==> config.mk <==
export PLATFORM = sky130hd
export DESIGN_NAME = seg_pattern_decoder_flat
export DESIGN_NICKNAME = d
export VERILOG_FILES = /design/src/rtl/seg_pattern_decoder_if.sv /design/src/rtl/seg_pattern_decoder.sv /design/src/flat_wrapper.sv
export SDC_FILE = /design/constraint.sdc
export NUM_CORES = 1
export LEC_CHECK = 0
export CAP_MARGIN = 20
export CORE_ASPECT_RATIO = 1.4
export CORE_MARGIN = 2
export CORE_UTILIZATION = 47
export DETAILED_ROUTE_END_ITERATION = 6
export PLACE_DENSITY = 0.75
export SYNTH_ARGS = -nofsm -noshare
export SYNTH_HDL_FRONTEND = slang
export SYNTH_SLANG_ARGS = --single-unit
==> constraint.sdc <==
create_clock -name clk -period 2.3 [get_ports clk]
set_clock_uncertainty 0.2 [all_clocks]
set_input_delay 0.46 -clock clk [delete_from_list [all_inputs] [get_ports clk]]
set_output_delay 0.46 -clock clk [all_outputs]
set_load 0.005 [all_outputs]
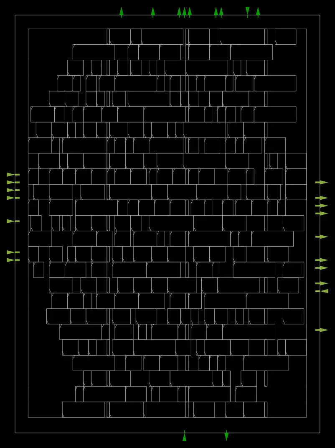
Run 1: cell outlines without signal wires
tapcells inserted: 40
sequential portion of the cell area: 22.3%
post-route insts no fill: 308
Core Util, Final: 73.3%

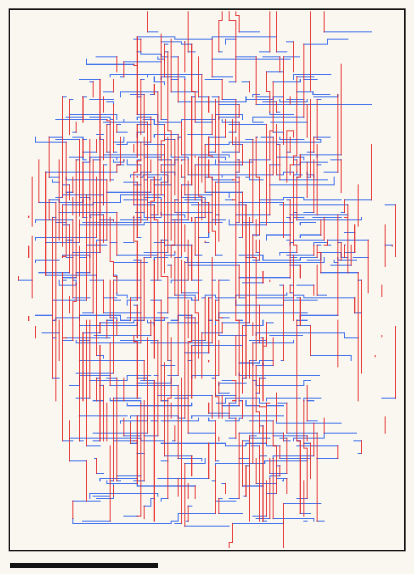
Run 1: metal layers overlaid
The bar under the picture is 20 um long. Two of the layers only.
Key: red = M2 [wire length 2420 um]; blue = M1 [wire length 1750 um]
mean routed wirelength per cell: 14.3 um
GR Util All Layers: 23.4%
post-detailed-routing wire length: 4400 um
via count: 1710

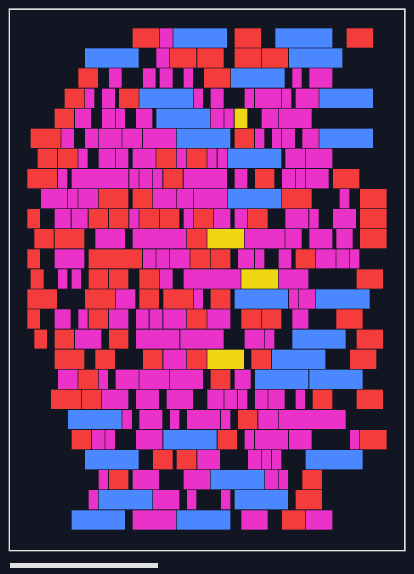
Run 1: cell classes on the final placement
The bar under the picture is 20 um long.
Key: yellow = clock drivers and dummy loads [cells 4, share of their area 1.9%]; blue = sequential cells [cells 27, share of their area 23%]; red = remaining buffers and delay cells [cells 85, share of their area 30%]; magenta = remaining logic cells [cells 152, share of their area 45%]
total number of placement rows: 25
design area: 0.00243 sq mm
core region area: 0.00332 sq mm

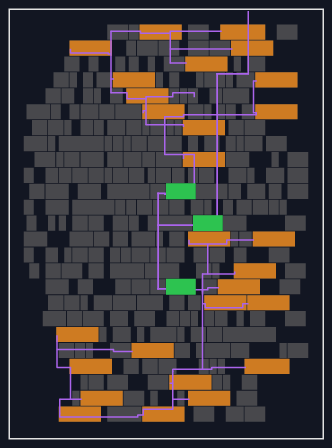
Run 1: clock network drawn from the DEF
Key: orange = flip-flops [count 27]; green = clock-net drivers [count 3]; purple = clock wires [length 334 um]
There are 4 routed clock nets.
later-pin clock latency in the skew report: 0.27 ns
Clock net power: 276 uW
clock share of power: 28.6%

==> README.md <==
| Step | Item | Value |
| --- | --- | --- |
| outcome | Outcome | finished, violations left |
| outcome | Violated checks | setup timing |
| cells and area | Most common logic cells in the final layout | 49 x sky130_fd_sc_hd__buf_4, 25 x sky130_fd_sc_hd__dfxtp_1, 21 x sky130_fd_sc_hd__nand2_1 |
| grt | Largest net degree at the start of global routing | 16 |
| grt | Overall overflow remaining after global route | 0 |
| grt | Number of global-route vias before repair | 1589 |
| final timing | Sum of negative setup slack | -0.0305 ns |
| grt | Initial antenna violation count | 0 |
| cells and area | Multi-input combinational cell count | 144 |
| yosys | Summed standard-cell area reported by yosys | 0.00161 sq mm |
| power | Leakage power summed over all cells | 1.02 nW |
| yosys | Number of synthesized register bits | 27 |
| cells and area | Inserted Diodes | 0 |
| final timing | Final period demand of the worst path | 2.32 ns |
| cells and area | Count of sequential standard cells | 27 |
| route | Number of DRC markers after the initial detailed-route iteration | 32 |
| final timing | Setup violation total in the final timing report | 2 |
| placed design | Pre-CTS setup slack | -0.613 ns |
| yosys | Share of synthesized registers carrying an async set or reset | 0% |
| clock tree | Cell chosen for the clock root | sky130_fd_sc_hd__clkbuf_8 |
| yosys | Top cells by area, synth | sky130_fd_sc_hd__dfxtp_1 34%, sky130_fd_sc_hd__nand2_1 4.9%, sky130_fd_sc_hd__mux2i_1 4.4% |
| die | Initial cell density of the core | 48.4% |
| yosys | Aoi/oai-family share of the synthesized area | 16.8% |
| worst setup path | Element type at the critical path start | primary input |
| yosys | Mean post-synth cell area | 8.40 sq um |
| yosys | Cell count in the Yosys report | 191 |
| worst setup path | Worst EP required | 2.27 ns |
| worst setup path | Worst path slowest cell | sky130_fd_sc_hd__a311o_4 |
| yosys | Main flop type after synthesis | sky130_fd_sc_hd__dfxtp_1 |
| cells and area | Fill cell instance count of the final layout | 251 |
| worst hold path | Hold Path Stages | 2 |
| worst setup path | Crit Path Category | in2reg |
| final timing | Top achievable clock speed | 0.430 GHz |
| clock tree | Post-CTS Setup Repair Bufs | 8 |
| worst setup path | Worst stage delay on the critical path | 0.40 ns |
| grt | GRT met2 Usage | 45.1% |
| clock tree | Clock-pin transition on the worst setup and hold timing paths | 0.10 ns |
| cells and area | Final layout net count | 282 |
| run | Tally of max-capacitance violations | 0 |
| grt | Met1 global-route usage | 25.0% |
| route | Count of TritonRoute iterations in the first routing pass | 4 |
| worst setup path | Sort of element at the end of the critical path | flip-flop |
| yosys | Register area share after synthesis | 33.7% |
| cells and area | Max reg flops | 8 |
| cells and area | Fraction of area in multi-input gates | 42.6% |
| yosys | Number of standard cells after synthesis | 191 |
| route | Wire length on met2 | 2420 um |
| worst setup path | CP Max Fanout | 5 |
| clock tree | Cts hold-fix bufs | 0 |
| die | DIE AREA | 0.00391 sq mm |
| route | Ratio of routed vias to standard cells | 5.55 |
| route | Antenna Violating Nets Remaining | 0 |
| yosys | EDFF count, synth | 0 |
| route | Met3 Wirelength | 116 um |
| yosys | Cell type contributing the most total cell area after synthesis | sky130_fd_sc_hd__dfxtp_1 |
| run | Number of warnings the tools reported | 27 |
| cells and area | Non-Clock Buffer Count | 85 |
| yosys | Top logic family | simple AND/OR/NAND/NOR gates |
| clock tree | Maximum count of clock buffers along a single path | 2 |
| cells and area | Max-area cell class | multi-input combinational cells |
| grt | Global route hottest layer | met2 |
| yosys | Number of warnings reported in the yosys synthesis log | 0 |
| worst setup path | Most repeated library cell on the critical path | sky130_fd_sc_hd__buf_6 |
| final timing | Final setup margin | -0.0233 ns |
| cells and area | Clock Buffer Count | 3 |
| yosys | Total standard cell area after synthesis | 0.00161 sq mm |
| clock tree | Post-CTS Resized | 45 |
| placed design | Input/output buffers | 27 |
| cells and area | ClkCell Share | 1.91% |
| placed design | Sum of net half-perimeters after detailed placement | 3180 um |
| cells and area | Footprint of the flip-flops and latches | 543 sq um |
| cells and area | Most common logic cell in the routed design | sky130_fd_sc_hd__buf_4 |
| final timing | Final Hold Vio Count | 0 |
| grt | Wire length of the first global-routing pass | 6880 um |
| final timing | Relative max-transition margin | 69.3% |
| final timing | Total count of max-transition violations in the final report | 0 |
| worst setup path | Number of cells traversed by the worst register-to-register path | 7 |
| route | DRC violation count after routing | 0 |
| final timing | Actual slew at the worst max-slew pin | 0.456 ns |
| route | Met1 WL | 1750 um |
| cells and area | Share of layout cells above drive strength 1 | 33.2% |
| worst setup path | Data arrival time of the critical path | 2.30 ns |
| cells and area | Area added between synthesis and finish | 51.4% |
| yosys | Top post-synthesis cells by count | 27 x sky130_fd_sc_hd__dfxtp_1, 21 x sky130_fd_sc_hd__nand2_1, 18 x sky130_fd_sc_hd__nor2_1 |
| clock tree | Sinks on Clock Net | 27 |
| yosys | Adder Area Share | 2.34% |
| final timing | Final hold slack | 0.278 ns |
| cells and area | Area of the multi-input gates | 0.00104 sq mm |
| route | Uppermost routed layer | met4 |
==> run 1: worst max-delay path, delay by kind of cell <==
family	cells	cell delay, ns
and+or+nand+nor	3	0.68
muxes	1	0.31
AOI/OAI and AO/OA	2	0.51
buffers and inverters	3	0.33
==> run 1: where the power goes <==
| group | internal [mW] | switching (mW) |
|---|---|---|
| Clock | 0.122 | 0.154 |
| Sequential | 0.478 | 0.00809 |
| Combinational | 0.106 | 0.0978 |
| Total | 0.706 | 0.260 |
==> run 1: through the flow <==
step	power, mW	util (%)	area, sq um	cells
5_1_grt	1.00	73.3	2430	308
4_1_cts	0.945	70.5	2340	304
6_report	0.966	73.3	2430	308
2_1_floorplan	0.584	-	1610	191
3_5_place_dp	0.667	66.3	2200	292
3_3_place_gp	0.664	66.3	2200	292
Power figures rest on the tool's default switching activity, not on a simulated workload.
